File: config.mk
export PLATFORM = sky130hd
export DESIGN_NAME = dpram_rr_arbiter
export DESIGN_NICKNAME = d
export VERILOG_FILES = /design/src/rtl/dpram_rr_arbiter.sv
export SDC_FILE = /design/constraint.sdc
export NUM_CORES = 1
export LEC_CHECK = 0
export ABC_AREA = 1
export CAP_MARGIN = 5
export CORE_MARGIN = 2
export CORE_UTILIZATION = 45
export DETAILED_ROUTE_END_ITERATION = 8
export PLACE_DENSITY_LB_ADDON = 0.1
export SETUP_SLACK_MARGIN = 0.05
export SLEW_MARGIN = 20
export SYNTH_ARGS = -nofsm -noshare
export SYNTH_HDL_FRONTEND = slang
export SYNTH_SLANG_ARGS = --single-unit
File: constraint.sdc
create_clock -name clk -period 5.67 [get_ports clk]
set_clock_uncertainty 0.2 [all_clocks]
set_input_delay 1.4175 -clock clk [delete_from_list [all_inputs] [get_ports clk]]
set_output_delay 1.4175 -clock clk [all_outputs]
set_load 0.01 [all_outputs]
File: src/rtl/dpram_rr_arbiter.sv
// dpram_rr_arbiter
//   Shares one true dual-port, write-first RAM with a registered read port
//   among NUM_REQ requesters. Each cycle a round-robin scan starting at the
//   rotating pointer grants up to two requests: the first valid one goes to
//   port A, the next one that does not hit A's address (when either of them
//   writes) goes to port B. A request that conflicts is deferred to a later
//   cycle. Read data returns on the cycle after the grant, steered to the
//   requester that issued the read.
//
// Parameters
//   NUM_REQ    number of requesters (2..8)
//   DATA_WIDTH RAM word width
//   ADDR_WIDTH RAM address width
//
// Ports
//   clk, rst_n          clock, asynchronous active-low reset
//   req_valid/we        per-requester request and write flag
//   req_addr/wdata      packed per-requester address and write data
//   req_ready           grant; a request transfers when valid & ready
//   rsp_valid/rdata     per-requester read response pulse and held data
//   ram_*_a / ram_*_b   RAM port A/B controls and registered read data
//   ram_collision       RAM flag for two writes to one address
//   err_collision       sticky record of ram_collision
//
// Optional feature
//   ARB_STATS_EN adds conflict_cnt[15:0], a saturating count of cycles in
//   which a valid request was deferred because of an address conflict.

module dpram_rr_arbiter #(
  parameter int NUM_REQ    = 4,
  parameter int DATA_WIDTH = 8,
  parameter int ADDR_WIDTH = 8
) (
  input  logic                           clk,
  input  logic                           rst_n,
  input  logic [NUM_REQ-1:0]             req_valid,
  input  logic [NUM_REQ-1:0]             req_we,
  input  logic [NUM_REQ*ADDR_WIDTH-1:0]  req_addr,
  input  logic [NUM_REQ*DATA_WIDTH-1:0]  req_wdata,
  output logic [NUM_REQ-1:0]             req_ready,
  output logic [NUM_REQ-1:0]             rsp_valid,
  output logic [NUM_REQ*DATA_WIDTH-1:0]  rsp_rdata,
  output logic                           ram_we_a,
  output logic [ADDR_WIDTH-1:0]          ram_addr_a,
  output logic [DATA_WIDTH-1:0]          ram_din_a,
  input  logic [DATA_WIDTH-1:0]          ram_dout_a,
  output logic                           ram_we_b,
  output logic [ADDR_WIDTH-1:0]          ram_addr_b,
  output logic [DATA_WIDTH-1:0]          ram_din_b,
  input  logic [DATA_WIDTH-1:0]          ram_dout_b,
  input  logic                           ram_collision,
  output logic                           err_collision
`ifdef ARB_STATS_EN
  ,
  output logic [15:0]                    conflict_cnt
`endif
);

  localparam int IDW = $clog2(NUM_REQ);

  logic [ADDR_WIDTH-1:0] reqAddr  [NUM_REQ];
  logic [DATA_WIDTH-1:0] reqWdata [NUM_REQ];
  logic [DATA_WIDTH-1:0] rspData  [NUM_REQ];
  logic [DATA_WIDTH-1:0] rdataHold_q [NUM_REQ];

  logic [IDW-1:0] rrPtr_q, rrPtr_d;
  logic           grantA, grantB;
  logic [IDW-1:0] idA, idB, lastId;
  logic           tagValidA_q, tagValidA_d, tagValidB_q, tagValidB_d;
  logic [IDW-1:0] tagIdA_q, tagIdB_q;
  logic           errCollision_q;
`ifdef ARB_STATS_EN
  logic           conflictSeen;
  logic [15:0]    conflictCnt_q;
`endif

  for (genvar g = 0; g < NUM_REQ; g++) begin : gPack
    assign reqAddr[g]  = req_addr[g*ADDR_WIDTH +: ADDR_WIDTH];
    assign reqWdata[g] = req_wdata[g*DATA_WIDTH +: DATA_WIDTH];
    assign rsp_rdata[g*DATA_WIDTH +: DATA_WIDTH] = rspData[g];
  end

  // Round-robin scan starting at rrPtr_q. Grants are suppressed while reset
  // is asserted so nothing reaches the RAM during reset. Once port A is
  // taken, a candidate for B that shares A's address while either side
  // writes is skipped rather than ending the scan.
  always_comb begin
    logic [IDW:0] scanIdx;
    logic [IDW-1:0] idx;
    grantA  = 1'b0;
    grantB  = 1'b0;
    idA     = '0;
    idB     = '0;
    scanIdx = '0;
    idx     = '0;
`ifdef ARB_STATS_EN
    conflictSeen = 1'b0;
`endif
    for (int k = 0; k < NUM_REQ; k++) begin
      scanIdx = {1'b0, rrPtr_q} + (IDW+1)'(k);
      if (scanIdx >= (IDW+1)'(NUM_REQ)) begin
        scanIdx = scanIdx - (IDW+1)'(NUM_REQ);
      end
      idx = scanIdx[IDW-1:0];
      if (rst_n && req_valid[idx]) begin
        if (!grantA) begin
          grantA = 1'b1;
          idA    = idx;
        end else if (!grantB) begin
          if ((reqAddr[idx] == reqAddr[idA]) && (req_we[idx] || req_we[idA])) begin
`ifdef ARB_STATS_EN
            conflictSeen = 1'b1;
`endif
          end else begin
            grantB = 1'b1;
            idB    = idx;
          end
        end
      end
    end
  end

  // Grant decode, RAM port drive and next-state for pointer and read tags.
  always_comb begin
    req_ready   = '0;
    ram_we_a    = 1'b0;
    ram_addr_a  = '0;
    ram_din_a   = '0;
    ram_we_b    = 1'b0;
    ram_addr_b  = '0;
    ram_din_b   = '0;
    lastId      = grantB ? idB : idA;
    rrPtr_d     = rrPtr_q;
    tagValidA_d = grantA && !req_we[idA];
    tagValidB_d = grantB && !req_we[idB];
    if (grantA) begin
      req_ready[idA] = 1'b1;
      ram_we_a       = req_we[idA];
      ram_addr_a     = reqAddr[idA];
      ram_din_a      = reqWdata[idA];
      rrPtr_d        = (lastId == IDW'(NUM_REQ-1)) ? '0 : lastId + 1'b1;
    end
    if (grantB) begin
      req_ready[idB] = 1'b1;
      ram_we_b       = req_we[idB];
      ram_addr_b     = reqAddr[idB];
      ram_din_b      = reqWdata[idB];
    end
  end

  // Response steering: the tags captured at grant time pick which slice sees
  // this cycle's registered RAM output; other slices keep their last data.
  always_comb begin
    rsp_valid = '0;
    for (int k = 0; k < NUM_REQ; k++) begin
      rspData[k] = rdataHold_q[k];
    end
    if (tagValidA_q) begin
      rsp_valid[tagIdA_q] = 1'b1;
      rspData[tagIdA_q]   = ram_dout_a;
    end
    if (tagValidB_q) begin
      rsp_valid[tagIdB_q] = 1'b1;
      rspData[tagIdB_q]   = ram_dout_b;
    end
  end

  // State registers. Clearing the tags in reset drops in-flight reads.
  always_ff @(posedge clk or negedge rst_n) begin
    if (!rst_n) begin
      rrPtr_q        <= '0;
      tagValidA_q    <= 1'b0;
      tagValidB_q    <= 1'b0;
      tagIdA_q       <= '0;
      tagIdB_q       <= '0;
      errCollision_q <= 1'b0;
      for (int k = 0; k < NUM_REQ; k++) begin
        rdataHold_q[k] <= '0;
      end
    end else begin
      rrPtr_q     <= rrPtr_d;
      tagValidA_q <= tagValidA_d;
      tagValidB_q <= tagValidB_d;
      tagIdA_q    <= idA;
      tagIdB_q    <= idB;
      if (ram_collision) begin
        errCollision_q <= 1'b1;
      end
      for (int k = 0; k < NUM_REQ; k++) begin
        rdataHold_q[k] <= rspData[k];
      end
    end
  end

  assign err_collision = errCollision_q;

`ifdef ARB_STATS_EN
  always_ff @(posedge clk or negedge rst_n) begin
    if (!rst_n) begin
      conflictCnt_q <= '0;
    end else if (conflictSeen && (conflictCnt_q != 16'hFFFF)) begin
      conflictCnt_q <= conflictCnt_q + 16'd1;
    end
  end

  assign conflict_cnt = conflictCnt_q;
`endif

endmodule
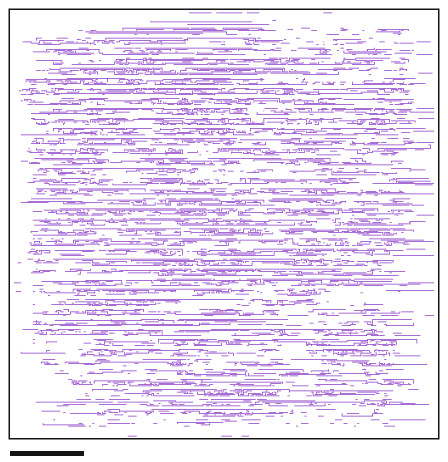
run_1/layer_met1.png
The bar under the picture is 20 µm long.
share of all routed wire = 41%
nets with wire on the layer = 1238
longest straight run = 42.8 µm
main direction = horizontal
wire length on this layer = 10200 µm
routed vias: 8148
final WL: 24.69 mm
M1 GR Usage: 49.07%

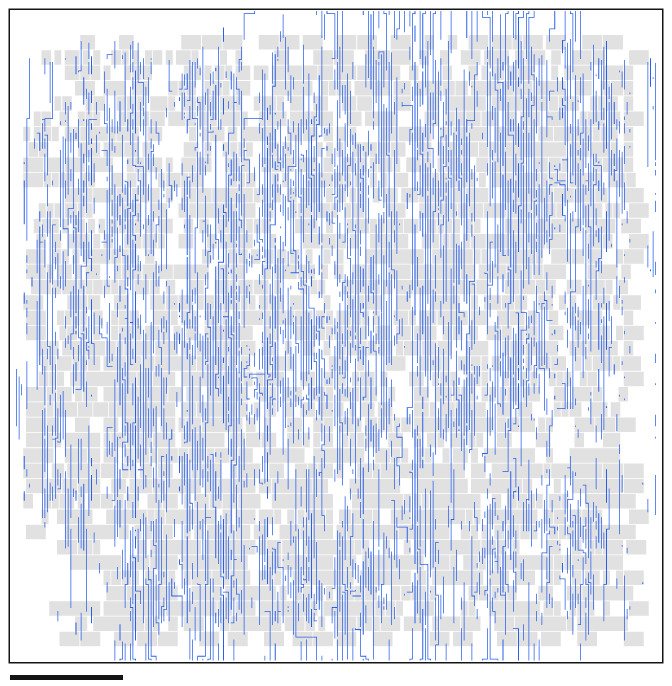
run_1/layer_met2.png
The bar under the picture is 20 µm long.
longest straight run = 41.1 µm
share of all routed wire = 43%
main direction = vertical

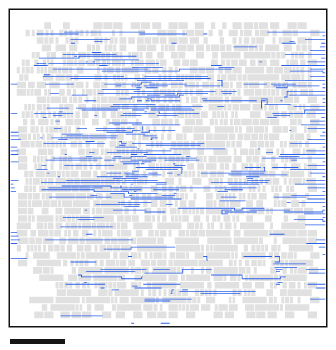
run_1/layer_met3.png
The bar under the picture is 20 µm long.
longest straight run = 53.4 µm
wire length on this layer = 2990 µm
GR Layer Usage met3: 9.676%

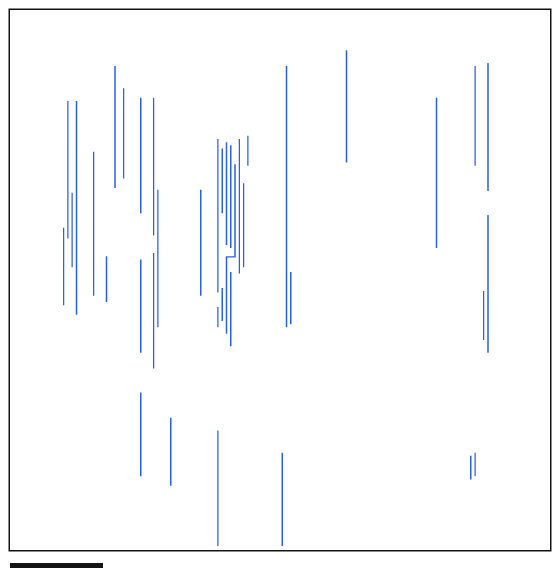
run_1/layer_met4.png
The bar under the picture is 20 µm long.
wire length on this layer = 844 µm
main direction = vertical

==> changes_impl.md, run 1 <==
## Flow update

- Status: finished, violations left
- Failing checks: setup timing
- Setup slack after layout: -248.9 ps
- Max-cap viol count: 0
- Fill count: 951
- WHS Path Cells: 1
- CTS tree: built
- All-Layer GR Usage: 35.41%
- Logic area: 4393 µm²
- Ys async rst share: 100.0%
- Top cells excl fill/tap: nand2_1, buf_4, clkdlybuf4s50_1
- Comb. pwr: 5.65 mW
- Drc violations: 0
- Cell Type Count: 43
- Clk slew on worst S/H paths: 50 ps
- Flip-flops with a built-in enable: 0
- # setup viols final: 21
- Post-DP Area: 8531 µm²
- Routed length on met3: 2.989 mm
- Post-Syn Nets: 1050
- # Cells Yosys: 958
- Finished Core Util: 77.00%
- Most frequent logic cell in the layout: nand2_1
- Drt wl/cell: 17.17 µm
- Vias in the first global route: 7262
- Clk sinks: 41
## Run 2: what changed since run 1
--- a/config.mk
+++ b/config.mk
@@ -10,6 +10,7 @@
 export CORE_MARGIN = 2
 export CORE_UTILIZATION = 45
 export DETAILED_ROUTE_END_ITERATION = 8
+export GPL_TIMING_DRIVEN = 0
 export PLACE_DENSITY_LB_ADDON = 0.1
 export SETUP_SLACK_MARGIN = 0.05
 export SLEW_MARGIN = 20
==> changes_impl.md, run 2 <==
## Flow update

- CTS tree: built
- Comb. pwr: 5.73 mW
- Met1 wire length: 10.11 mm
- Ys async rst share: 100.0%
- Failing checks: setup timing
- Port-buffer cells: 165
- Nonclk inv count: 110
- Antenna violations before repair: 0
- Drc violations: 0
- Routed length on met3: 3.461 mm
- Clk slew on worst S/H paths: 60 ps
- Clk sinks: 41
- Finished Core Util: 74.35%
- Clock buffer count: 5
- Dominant cell type by area after synthesis: dfrtp_1
- Cell Type Count: 43
- Sequential Power: 0.494 mW
- Final hold slack: 274.7 ps
- Logic area: 4303 µm²
- Flop count: 41
- CP most frequent cell: buf_6
- Global-route wire length before repair: 38.87 mm
- Flip-flops with a built-in enable: 0
- Drt wl/cell: 19.08 µm
- Post-DP Area: 7594 µm²
- Levels on crit path: 21
- Startpoint Class: input port
- Most frequent logic cell in the layout: nand2_1
- Top cells excl fill/tap: nand2_1, clkdlybuf4s50_1, nand3_1
- Final Critical Period: 6228 ps
- Top-count cell post-synth: nand2_1
- Largest register by flop count: rdataHold_q
- Max-cap viol count: 0
- Worst Path Buf+Inv: 6
- Uppermost layer routed: met4
- WHS Path Cells: 1
- GRT busiest layer: met2
- Vias in the first global route: 7474
- Root Buffer: clkbuf_16
- # setup viols final: 29
- Yosys stat chip area: 5634 µm²
- Worst path cell trace: clkdlybuf4s50_1 -> inv_1 -> nand2_1 -> o21ai_0 -> nand2_1 -> o21ai_0 -> xor2_1 -> nor3b_2 -> nand3_1 -> nand2_2 -> xor2_2 -> nand3_2 -> nand2_4 -> buf_8 -> nor2_4 -> buf_6 -> buf_6 -> nand2_4 -> o21ai_2 -> nor2_2 -> buf_6
- PD cells: 732.4 nW/µm²
- Setup slack after layout: -558.2 ps
- Clock-cell share of area: 2.112%
- Status: finished, violations left
- Fill count: 950
- Post-Syn Nets: 1050
- # Cells Yosys: 958
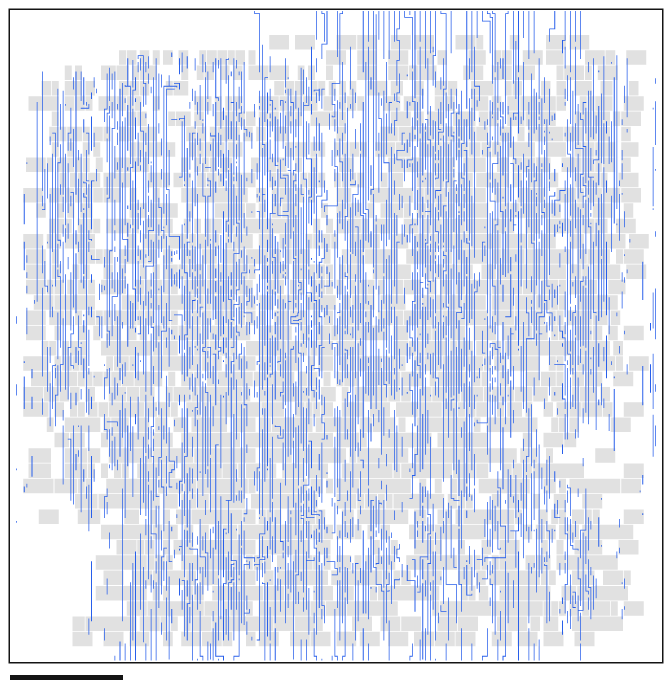
run_2/layer_met2.png
The bar under the picture is 20 µm long.
longest straight run = 51.3 µm
wire length on this layer = 11600 µm
share of all routed wire = 44%

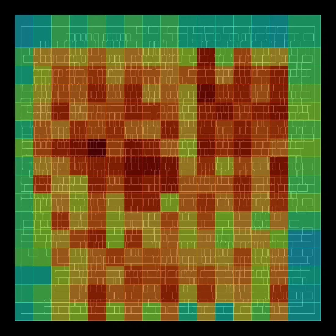
run_2/congestion.png
Global Route met2 Usage: 57.50%
All-Layer GR Usage: 36.92%
M1 GR Usage: 51.16%
GR Layer Usage met3: 6.695%

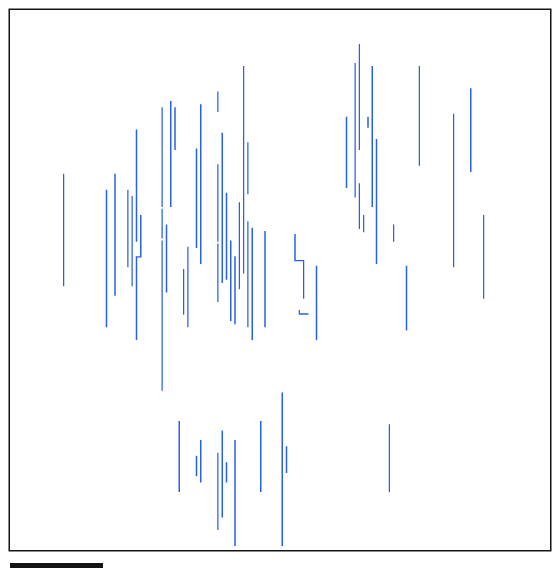
run_2/layer_met4.png
The bar under the picture is 20 µm long.
nets with wire on the layer = 53
share of all routed wire = 4.0%
final WL: 26.16 mm
routed vias: 8214

## Run 3: what changed since run 2
--- a/config.mk
+++ b/config.mk
@@ -7,12 +7,12 @@
 export LEC_CHECK = 0
 export ABC_AREA = 1
 export CAP_MARGIN = 5
-export CORE_MARGIN = 2
 export CORE_UTILIZATION = 45
 export DETAILED_ROUTE_END_ITERATION = 8
 export GPL_TIMING_DRIVEN = 0
 export PLACE_DENSITY_LB_ADDON = 0.1
 export SETUP_SLACK_MARGIN = 0.05
+export SKIP_LAST_GASP = 1
 export SLEW_MARGIN = 20
 export SYNTH_ARGS = -nofsm -noshare
 export SYNTH_HDL_FRONTEND = slang
==> changes_impl.md, run 3 <==
## Flow update

- Status: finished, violations left
- Failing checks: setup timing
- M1 GR Usage: 52.14%
- Startpoint Class: input port
- CP peak stage delay: 260 ps
- PD cells: 729.3 nW/µm²
- Max-cap viol count: 0
- Yosys stat chip area: 5634 µm²
- Sequential Power: 0.493 mW
- Reg2Reg Depth: 28
- Clk slew on worst S/H paths: 60 ps
- Top-count cell post-synth: nand2_1
- Comb. pwr: 5.76 mW
- Clock-cell share of area: 1.795%
- Post-DP Area: 7594 µm²
- Flip-flops with a built-in enable: 0
- Fill count: 955
- Most frequent logic cell in the layout: nand2_1
- All-Layer GR Usage: 37.71%
- Uppermost layer routed: met4
- Logic area: 4355 µm²
- Setup slack after layout: -653.2 ps
- Levels on crit path: 29
- Antenna violations before repair: 0
- Post-Syn Nets: 1050
- # Cells Yosys: 958
- Port-buffer cells: 165
- Flop count: 41
- Routed length on met3: 3.404 mm
- Final hold slack: 269.7 ps
- WL met2: 11.66 mm
- Root Buffer: clkbuf_16
- Mux frac, synth: 0%
- Met1 wire length: 10.62 mm
- # setup viols final: 21
- Vias in the first global route: 7104
- Global-route wire length before repair: 38.23 mm
- Cell Type Count: 43
- Simple Share, Synth: 44.55%
- Critical path class: in2out
- Finished Core Util: 74.24%
- Global Route met2 Usage: 58.09%
- Largest register by flop count: rdataHold_q
- Final Critical Period: 6323 ps
- Drc violations: 0
- GRT busiest layer: met2
- CTS tree: built
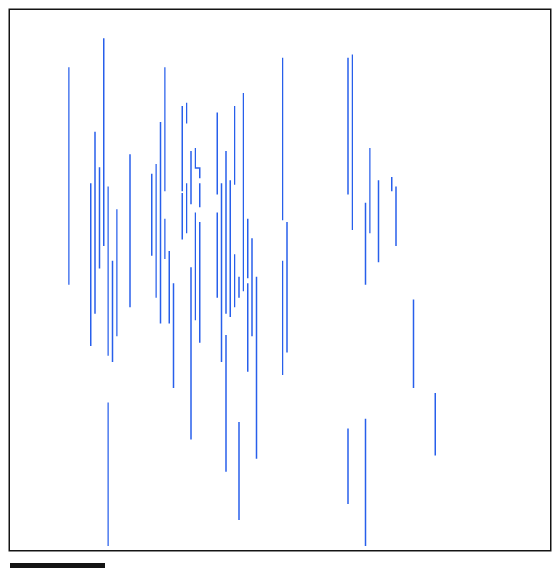
run_3/layer_met4.png
The bar under the picture is 20 µm long.
longest straight run = 45.6 µm
share of all routed wire = 4.7%
main direction = vertical

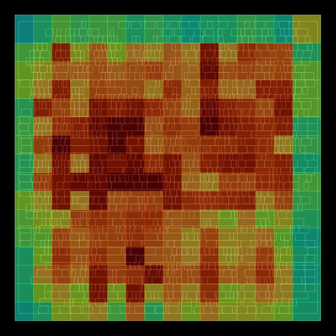
run_3/congestion.png
GR Layer Usage met3: 7.226%
drt wl/cell: 19.72 µm

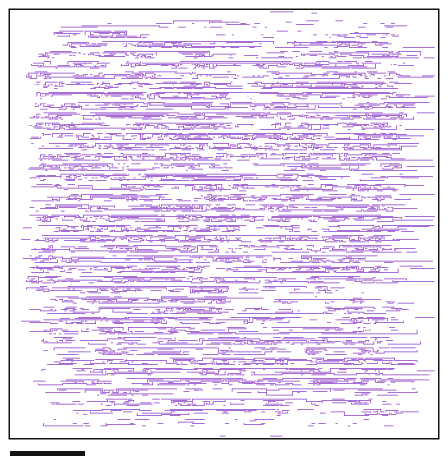
run_3/layer_met1.png
The bar under the picture is 20 µm long.
longest straight run = 45.5 µm
main direction = horizontal
wire length on this layer = 10600 µm
share of all routed wire = 39%
routed vias: 8278
final WL: 26.95 mm

Power and IR drop assume default switching activity.
